Run 1, close-up of the layout:
Bar = 10 um. Window x 17 to 42, y 7 to 32 um. Cells in grey, sequential cells in the stronger grey; small squares are vias.
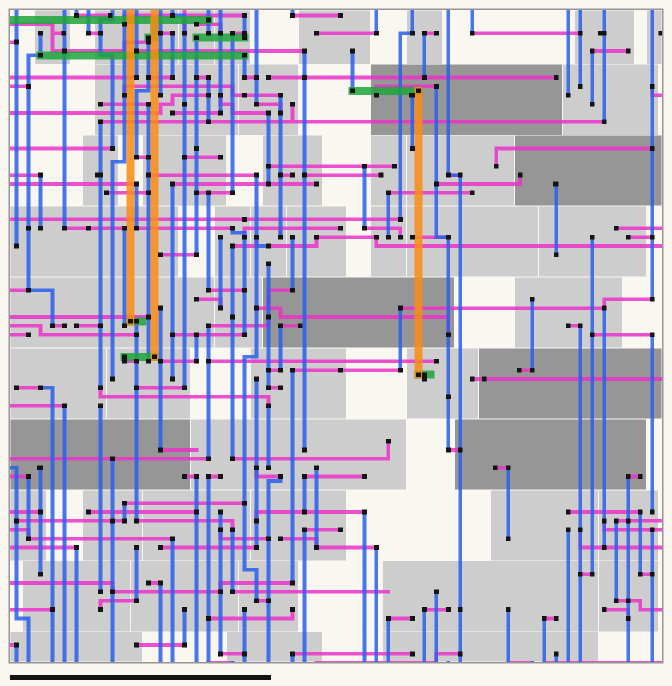
Run 1, signal metal coverage by tile:
The die is cut into 12 by 13 equal tiles; black is low, pale yellow is high, scaled to the fullest tile. Values are wire area over tile area, all layers added.
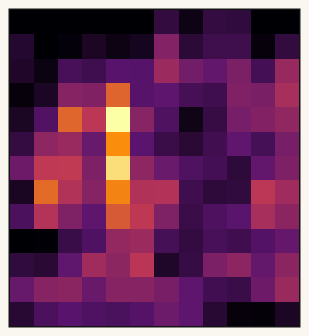
Run 1, routed clock nets over the placement:
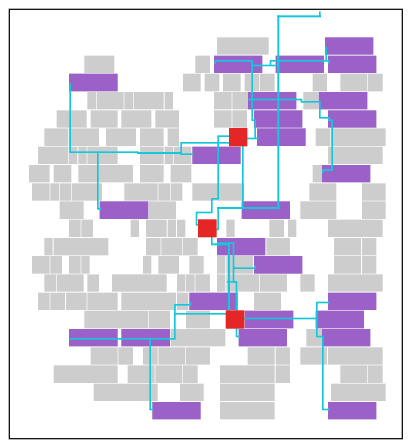
==> src/rtl/bram_rr_arbiter_pkg.sv <==
// ----------------------------------------------------------------------------
// bram_rr_arbiter_pkg
//   Shared helpers for the BRAM round-robin arbiter and its priority selector.
//   idx_width(n) : width of an index able to address n requesters. It is at
//                  least 1 so that a single-requester build still has a legal
//                  vector width.
// ----------------------------------------------------------------------------
package bram_rr_arbiter_pkg;

    function automatic int idx_width(input int n);
        return (n > 1) ? $clog2(n) : 1;
    endfunction

endpackage

==> src/rtl/bram_rr_arbiter_rr_priority_select.sv <==
// ----------------------------------------------------------------------------
// bram_rr_arbiter_rr_priority_select
//   Combinational round-robin pick. It scans valid_i starting at ptr_i,
//   moving upward and wrapping from NUM_REQ-1 back to 0. It returns the first
//   valid requester.
// Ports
//   valid_i  in  NUM_REQ  candidate requesters
//   ptr_i    in  IDX_W    requester with highest priority this cycle
//   grant_o  out NUM_REQ  one-hot pick, zero when valid_i is zero
//   idx_o    out IDX_W    index of the pick, don't-care when grant_o is zero
// ----------------------------------------------------------------------------
module bram_rr_arbiter_rr_priority_select
    import bram_rr_arbiter_pkg::*;
#(
    parameter int NUM_REQ = 4,
    parameter int IDX_W   = idx_width(NUM_REQ)
) (
    input  logic [NUM_REQ-1:0] valid_i,
    input  logic [IDX_W-1:0]   ptr_i,
    output logic [NUM_REQ-1:0] grant_o,
    output logic [IDX_W-1:0]   idx_o
);

    // One spare bit so that ptr + offset cannot overflow before the wrap.
    logic [IDX_W:0] pos;

    // The scan runs from the farthest offset down to offset 0. The last
    // match to be written is the one nearest the pointer, so it wins.
    always_comb begin
        grant_o = '0;
        idx_o   = '0;
        pos     = '0;
        for (int off = NUM_REQ - 1; off >= 0; off--) begin
            pos = {1'b0, ptr_i} + (IDX_W+1)'(off);
            if (pos >= (IDX_W+1)'(NUM_REQ)) begin
                pos = pos - (IDX_W+1)'(NUM_REQ);
            end
            if (valid_i[pos[IDX_W-1:0]]) begin
                grant_o                 = '0;
                grant_o[pos[IDX_W-1:0]] = 1'b1;
                idx_o                   = pos[IDX_W-1:0];
            end
        end
    end

endmodule

==> src/rtl/bram_rr_arbiter.sv <==
// ----------------------------------------------------------------------------
// bram_rr_arbiter
//   Shares one single-port BRAM among NUM_REQ requesters. The BRAM has a
//   1-cycle registered read and returns the old data on a write.
//   - The grant is round-robin. A requester that holds req_lock keeps the
//     grant to itself.
//   - Each accepted command is registered onto the BRAM port.
//   - A two-stage read tag sends the BRAM read data back to the requester
//     that issued the read.
// Ports
//   clk, rst        clock; synchronous active-high reset
//   req_valid/ready command handshake, one-hot ready
//   req_lock        hold the grant on the current owner
//   req_wr_en       1 = write, 0 = read
//   req_addr/wdata  flat per-requester command fields
//   rsp_valid       one-hot read-response strobe
//   rsp_data        read data (bram_data_out passed straight through)
//   bram_*          registered BRAM command port, plus bram_data_out back in
// ----------------------------------------------------------------------------
module bram_rr_arbiter
    import bram_rr_arbiter_pkg::*;
#(
    parameter int NUM_REQ    = 4,
    parameter int ADDR_WIDTH = 4,
    parameter int DATA_WIDTH = 8
) (
    input  logic                          clk,
    input  logic                          rst,
    input  logic [NUM_REQ-1:0]            req_valid,
    output logic [NUM_REQ-1:0]            req_ready,
    input  logic [NUM_REQ-1:0]            req_lock,
    input  logic [NUM_REQ-1:0]            req_wr_en,
    input  logic [NUM_REQ*ADDR_WIDTH-1:0] req_addr,
    input  logic [NUM_REQ*DATA_WIDTH-1:0] req_wdata,
    output logic [NUM_REQ-1:0]            rsp_valid,
    output logic [DATA_WIDTH-1:0]         rsp_data,
    output logic [ADDR_WIDTH-1:0]         bram_addr,
    output logic                          bram_write_en,
    output logic [DATA_WIDTH-1:0]         bram_data_in,
    input  logic [DATA_WIDTH-1:0]         bram_data_out
);

    localparam int IDX_W = idx_width(NUM_REQ);

    logic [IDX_W-1:0]      rr_ptr_q, rr_ptr_d;
    logic [IDX_W-1:0]      owner_q, owner_d;
    logic                  owner_vld_q, owner_vld_d;
    logic [ADDR_WIDTH-1:0] addr_q;
    logic [DATA_WIDTH-1:0] wdata_q;
    logic                  we_q;
    logic [NUM_REQ-1:0]    rd_tag_q;      // read issued to the BRAM at the last edge
    logic [NUM_REQ-1:0]    rsp_valid_q;   // that read's data is now on bram_data_out

    logic [NUM_REQ-1:0]    rr_grant, grant;
    logic [IDX_W-1:0]      rr_idx, grant_idx;
    logic                  hs;

    logic [ADDR_WIDTH-1:0] addr_arr  [NUM_REQ];
    logic [DATA_WIDTH-1:0] wdata_arr [NUM_REQ];

    genvar gi;
    generate
        for (gi = 0; gi < NUM_REQ; gi++) begin : g_unflatten
            assign addr_arr[gi]  = req_addr[gi*ADDR_WIDTH +: ADDR_WIDTH];
            assign wdata_arr[gi] = req_wdata[gi*DATA_WIDTH +: DATA_WIDTH];
        end
    endgenerate

    bram_rr_arbiter_rr_priority_select #(
        .NUM_REQ (NUM_REQ),
        .IDX_W   (IDX_W)
    ) u_select (
        .valid_i (req_valid),
        .ptr_i   (rr_ptr_q),
        .grant_o (rr_grant),
        .idx_o   (rr_idx)
    );

    // The owner keeps priority while it is valid. This includes the final
    // burst beat, where lock is already low. When the owner is idle and still
    // holds lock, the cycle is a bubble. When the owner is idle and has
    // dropped lock, round-robin arbitration resumes in that same cycle.
    always_comb begin
        grant     = '0;
        grant_idx = rr_idx;
        if (!rst) begin
            if (owner_vld_q && req_valid[owner_q]) begin
                grant[owner_q] = 1'b1;
                grant_idx      = owner_q;
            end else if (owner_vld_q && req_lock[owner_q]) begin
                grant = '0;
            end else begin
                grant = rr_grant;
            end
        end
    end

    assign hs = |grant;

    always_comb begin
        rr_ptr_d    = rr_ptr_q;
        owner_d     = owner_q;
        owner_vld_d = owner_vld_q;
        if (hs) begin
            rr_ptr_d    = (grant_idx == IDX_W'(NUM_REQ - 1)) ? '0 : grant_idx + 1'b1;
            owner_d     = grant_idx;
            owner_vld_d = req_lock[grant_idx];
        end else if (owner_vld_q && !req_lock[owner_q]) begin
            owner_vld_d = 1'b0;
        end
    end

    always_ff @(posedge clk) begin
        if (rst) begin
            rr_ptr_q    <= '0;
            owner_q     <= '0;
            owner_vld_q <= 1'b0;
            addr_q      <= '0;
            wdata_q     <= '0;
            we_q        <= 1'b0;
            rd_tag_q    <= '0;
            rsp_valid_q <= '0;
        end else begin
            rr_ptr_q    <= rr_ptr_d;
            owner_q     <= owner_d;
            owner_vld_q <= owner_vld_d;
            // When no command is accepted, addr and data hold their values
            // and only the write enable is cleared.
            if (hs) begin
                addr_q  <= addr_arr[grant_idx];
                wdata_q <= wdata_arr[grant_idx];
                we_q    <= req_wr_en[grant_idx];
            end else begin
                we_q    <= 1'b0;
            end
            rd_tag_q    <= (hs && !req_wr_en[grant_idx]) ? grant : '0;
            rsp_valid_q <= rd_tag_q;
        end
    end

    assign req_ready     = grant;
    assign rsp_valid     = rsp_valid_q;
    assign rsp_data      = bram_data_out;
    assign bram_addr     = addr_q;
    assign bram_write_en = we_q;
    assign bram_data_in  = wdata_q;

endmodule
==> config.mk <==
export PLATFORM = sky130hd
export DESIGN_NAME = bram_rr_arbiter
export DESIGN_NICKNAME = d
export VERILOG_FILES = /design/src/rtl/bram_rr_arbiter_pkg.sv /design/src/rtl/bram_rr_arbiter_rr_priority_select.sv /design/src/rtl/bram_rr_arbiter.sv
export SDC_FILE = /design/constraint.sdc
export NUM_CORES = 1
export LEC_CHECK = 0
export ABC_CLOCK_PERIOD_IN_PS = 7350
export CORE_ASPECT_RATIO = 1.1
export CORE_MARGIN = 2
export CORE_UTILIZATION = 60
export CTS_CLUSTER_DIAMETER = 30
export CTS_CLUSTER_SIZE = 12
export DETAILED_ROUTE_END_ITERATION = 8
export DONT_BUFFER_PORTS = 1
export PLACE_DENSITY = 0.74
export SLEW_MARGIN = 20
export SYNTH_ARGS = -nofsm -noshare
export SYNTH_HDL_FRONTEND = slang
export SYNTH_SLANG_ARGS = --single-unit
==> constraint.sdc <==
create_clock -name clk -period 7.35 [get_ports clk]
set_clock_uncertainty 0.2 [all_clocks]
set_input_delay 1.47 -clock clk [delete_from_list [all_inputs] [get_ports clk]]
set_output_delay 1.47 -clock clk [all_outputs]
set_load 0.05 [all_outputs]
==> results.py, run 1 <==
# Physical implementation metrics
metrics = {
    "global_route": {
        "grt_pass1_wl_um": 6244,
        "use_met3_pct": 2.834,
        "antenna_found_initial": 0,
    },
    "cells_and_area": {
        "layout.cells.non_filler": 198,
        "inverters": 6,
        "mostFrequentLayoutCells": "dfxtp_1 (26), nor2b_1 (18), mux4_2 (14), mux2_2 (13), ha_1 (9)",
        "layout.nets": 244,
        "design_area_sq_mm": 0.001932,
        "seq_area_sq_um": 520.5,
        "drive_gt1_share_pct": 26.22,
        "comb_cells": 124,
        "area_delta_synth_final_pct": -1.152,
        "ff_count": 26,
        "num-clock-buffers": 4,
        "largestClassByArea": "combinational gates",
        "layout_top_cell": "dfxtp_1",
    },
    "yosys": {
        "synthFlopType": "dfxtp_1",
        "synthTopCellsByCount": "dfxtp_1 (26), nor2b_1 (18), mux4_2 (14)",
        "fp_nets": 255,
        "xor_area_share_pct": 0,
        "ys_seq_share_pct": 26.63,
        "avgSynthCellArea_sq_um": 11.10,
        "fa_ha_area_share_pct": 5.762,
        "ys_sh_mux_pct": 34.25,
        "edf_count": 0,
        "aoi_share_pct": 10.24,
        "yosysUniqueCellTypes": 35,
        "ys_ff": 26,
        "area_leaders": "dfxtp_1 (27%), mux4_2 (16%), mux2_2 (7.5%), ha_1 (5.8%), nor2b_1 (5.8%)",
        "syn_area_sq_mm": 0.001954,
    },
    "place": {
        "portBuffers": 0,
        "pre_cts_ws_ps": 2753,
        "place_congestion": 0.8655,
        "dp_hpwl_um": 2970,
        "placed_cell_area_sq_mm": 0.001896,
    },
    "critical_path": {
        "path_buffers": 1,
        "path_class": "reg -> out",
        "crit_fanout": 14,
        "startpoint_type": "register",
        "reg2reg_slack_ps": 3280,
        "crit_arrival_ps": 3320,
        "worst_setup_path_end_kind": "primary output",
        "path_depth": 6,
        "crit_start": "rr_ptr_q[0]$_SDFFE_PP0P_",
    },
    "route": {
        "vias_per_cell": 6.788,
        "met3_length_um": 370,
        "first_iter_violations": 62,
    },
    "power": {
        "sequentialPower_w": 0.000354,
        "irDropWorstVdd_v": 0.0003874,
        "p_comb_w": 0.000583,
        "power_frac_clock_pct": 7.2,
        "leakage_nw": 0.7449,
    },
    "final_timing": {
        "finalSetupViolations": 0,
        "report.final.slew_viol_count": 0,
        "fmaxAchievable_ghz": 0.2005,
        "tightest_slew_ps": 1044,
        "period_used_pct": 67.86,
        "setup_tns_ps": 0,
    },
    "status": {
        "status": "complete, no violations",
    },
    "clock_network": {
        "cts_setup_buffers": 0,
        "cts_root_buf": "clkbuf_4",
        "cts_hold_buf": 0,
        "clockBufferDepth": 2,
        "numClockSinks": 26,
    },
    "min_path": {
        "hp-start": "rd_tag_q[3]$_SDFF_PP0_",
        "worstHoldPathType": "reg -> reg",
    },
    "die": {
        "die_w_um": 58.42,
        "ios": 99,
    },
    "run": {
        "cap_violations": 0,
        "openroad.warnings": 33,
    },
}
Back to the opening pictures, 'close-up of the layout':
Key: orange = metal 4; blue = metal 2; green = metal 3; magenta = metal 1
Sequential cells in the window: 6. Netlist names of flops here include bram_data_in (3). 47 logic cells have their middle in the window. Most frequent: nor2b_1 (6), mux2_2 (6), dfxtp_1 (6).

Back to the opening pictures, 'signal metal coverage by tile':
The densest ninth of the die: centre. 7.1% of the tiles are over half the peak. The emptiest ninth of the die: north-west. The mean over all tiles is 0.18. The fullest tile reaches 0.69. 10% of the tiles are nearly empty.
drt wl/cell: 20.12 um
Vias: 1344
overall global routing resource usage: 21.33%

Back to the opening pictures, 'routed clock nets over the placement':
Key: red = clock drivers [count 3]; purple = flip-flops [count 26]; cyan = clock wires [length 301 um]
There are 4 routed clock nets.

Run 1, selected gate families:
Bar = 20 um.
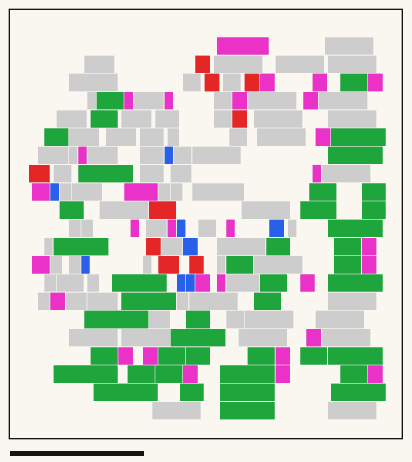

==> run 1 -> run 2 <==
--- a/config.mk
+++ b/config.mk
@@ -5,7 +5,7 @@
 export SDC_FILE = /design/constraint.sdc
 export NUM_CORES = 1
 export LEC_CHECK = 0
-export ABC_CLOCK_PERIOD_IN_PS = 7350
+export ABC_CLOCK_PERIOD_IN_PS = 5000
 export CORE_ASPECT_RATIO = 1.1
 export CORE_MARGIN = 2
 export CORE_UTILIZATION = 60
==> constraint.sdc (replaced) <==
create_clock -name clk -period 5 [get_ports clk]
set_clock_uncertainty 0.2 [all_clocks]
set_input_delay 1 -clock clk [delete_from_list [all_inputs] [get_ports clk]]
set_output_delay 1 -clock clk [all_outputs]
set_load 0.05 [all_outputs]
Run 2, selected gate families:
Bar = 20 um.
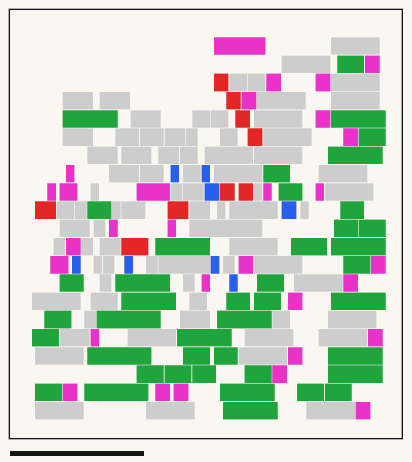
Key: magenta = nor cells [cells 30, most used nor2b_1, where spread over the die]; red = and/or cells [cells 9, most used and2_1, where centre]; blue = nand cells [cells 8, most used nand2_1, where centre]; green = mux cells [cells 42, most used mux4_2]

Run 2, signal metal coverage by tile:
The die is cut into 12 by 13 equal tiles; black is low, pale yellow is high, scaled to the fullest tile. Values are wire area over tile area, all layers added.
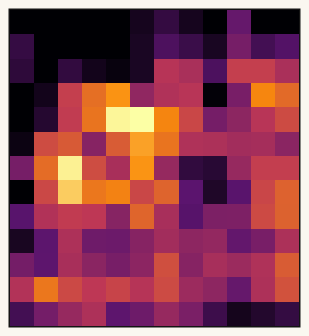
29% of the tiles are over half the peak. 11% of the tiles are nearly empty. The mean over all tiles is 0.18. The densest ninth of the die: centre. The fullest tile reaches 0.49. The emptiest ninth of the die: north-west.
overall global routing resource usage: 22.12%
drt wl/cell: 20.17 um
Vias: 1357
WL final: 4014 um

==> run 2 against run 1 <==
Compared with the run above: utilization up 0.77 points; sequential share of layout area down 0.33 points; area after synthesis unchanged; first-iteration DRC count is 29% lower; die area did not move; global-route usage rose by 0.79 points; via count increased by 0.97%; clock-buffer cell count decreased by 1.
==> results.py, run 2 <==
# Physical implementation metrics
metrics = {
    "min_path": {
        "worstHoldPathType": "reg -> reg",
        "hp-start": "rd_tag_q[1]$_SDFF_PP0_",
    },
    "cells_and_area": {
        "layout_top_cell": "dfxtp_1",
        "drive_gt1_share_pct": 26.67,
        "largestClassByArea": "combinational gates",
        "num-clock-buffers": 3,
        "design_area_sq_mm": 0.001956,
        "inverters": 6,
        "comb_cells": 124,
        "seq_area_sq_um": 520.5,
    },
    "clock_network": {
        "cts.clk_slew.worst_paths_ps": 150,
        "clockBufferDepth": 2,
        "cts_root_buf": "clkbuf_4",
        "numClockSinks": 26,
    },
    "power": {
        "leakage_nw": 0.7568,
        "power_frac_clock_pct": 9.6,
        "irDropWorstVdd_v": 0.0005429,
        "sequentialPower_w": 0.000519,
        "comb_power_share_pct": 56.4,
    },
    "yosys": {
        "synthFlopType": "dfxtp_1",
        "avgSynthCellArea_sq_um": 11.10,
        "fa_ha_area_share_pct": 5.762,
        "aoi_share_pct": 10.24,
        "ys_seq_share_pct": 26.63,
        "syn_area_sq_mm": 0.001954,
        "xor_area_share_pct": 0,
        "fp_nets": 255,
        "edf_count": 0,
    },
    "global_route": {
        "use_met3_pct": 4.656,
        "grt_pass1_wl_um": 6382,
    },
    "status": {
        "status": "complete, no violations",
    },
    "critical_path": {
        "crit_arrival_ps": 3350,
        "path_depth": 6,
        "reg2reg_slack_ps": 900,
        "crit_fanout": 14,
        "worst_setup_path_end_kind": "primary output",
        "path_buffers": 1,
        "path_class": "reg -> out",
    },
    "die": {
        "die_w_um": 58.42,
        "ios": 99,
    },
    "final_timing": {
        "setup_tns_ps": 0,
        "report.final.slew_viol_count": 0,
        "tightest_slew_ps": 709.1,
        "fmaxAchievable_ghz": 0.2198,
        "period_used_pct": 90.99,
    },
    "place": {
        "placed_cell_area_sq_mm": 0.001899,
        "place_congestion": 0.8086,
        "dp_hpwl_um": 3095,
        "pre_cts_ws_ps": 496.4,
    },
    "route": {
        "met3_length_um": 374,
        "first_iter_violations": 44,
        "vias_per_cell": 6.819,
    },
    "run": {
        "cap_violations": 0,
    },
}
Run 2, placed standard cells:
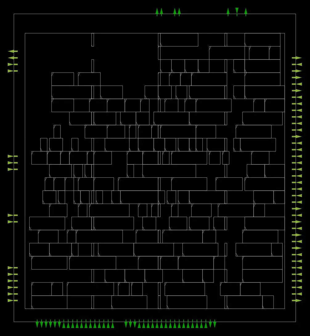
Final Util: 63.61%
Fill cells: 251
fin cells: 199
sequential cell count: 26

No activity file was given, so power comes from the tool's default toggle rates.
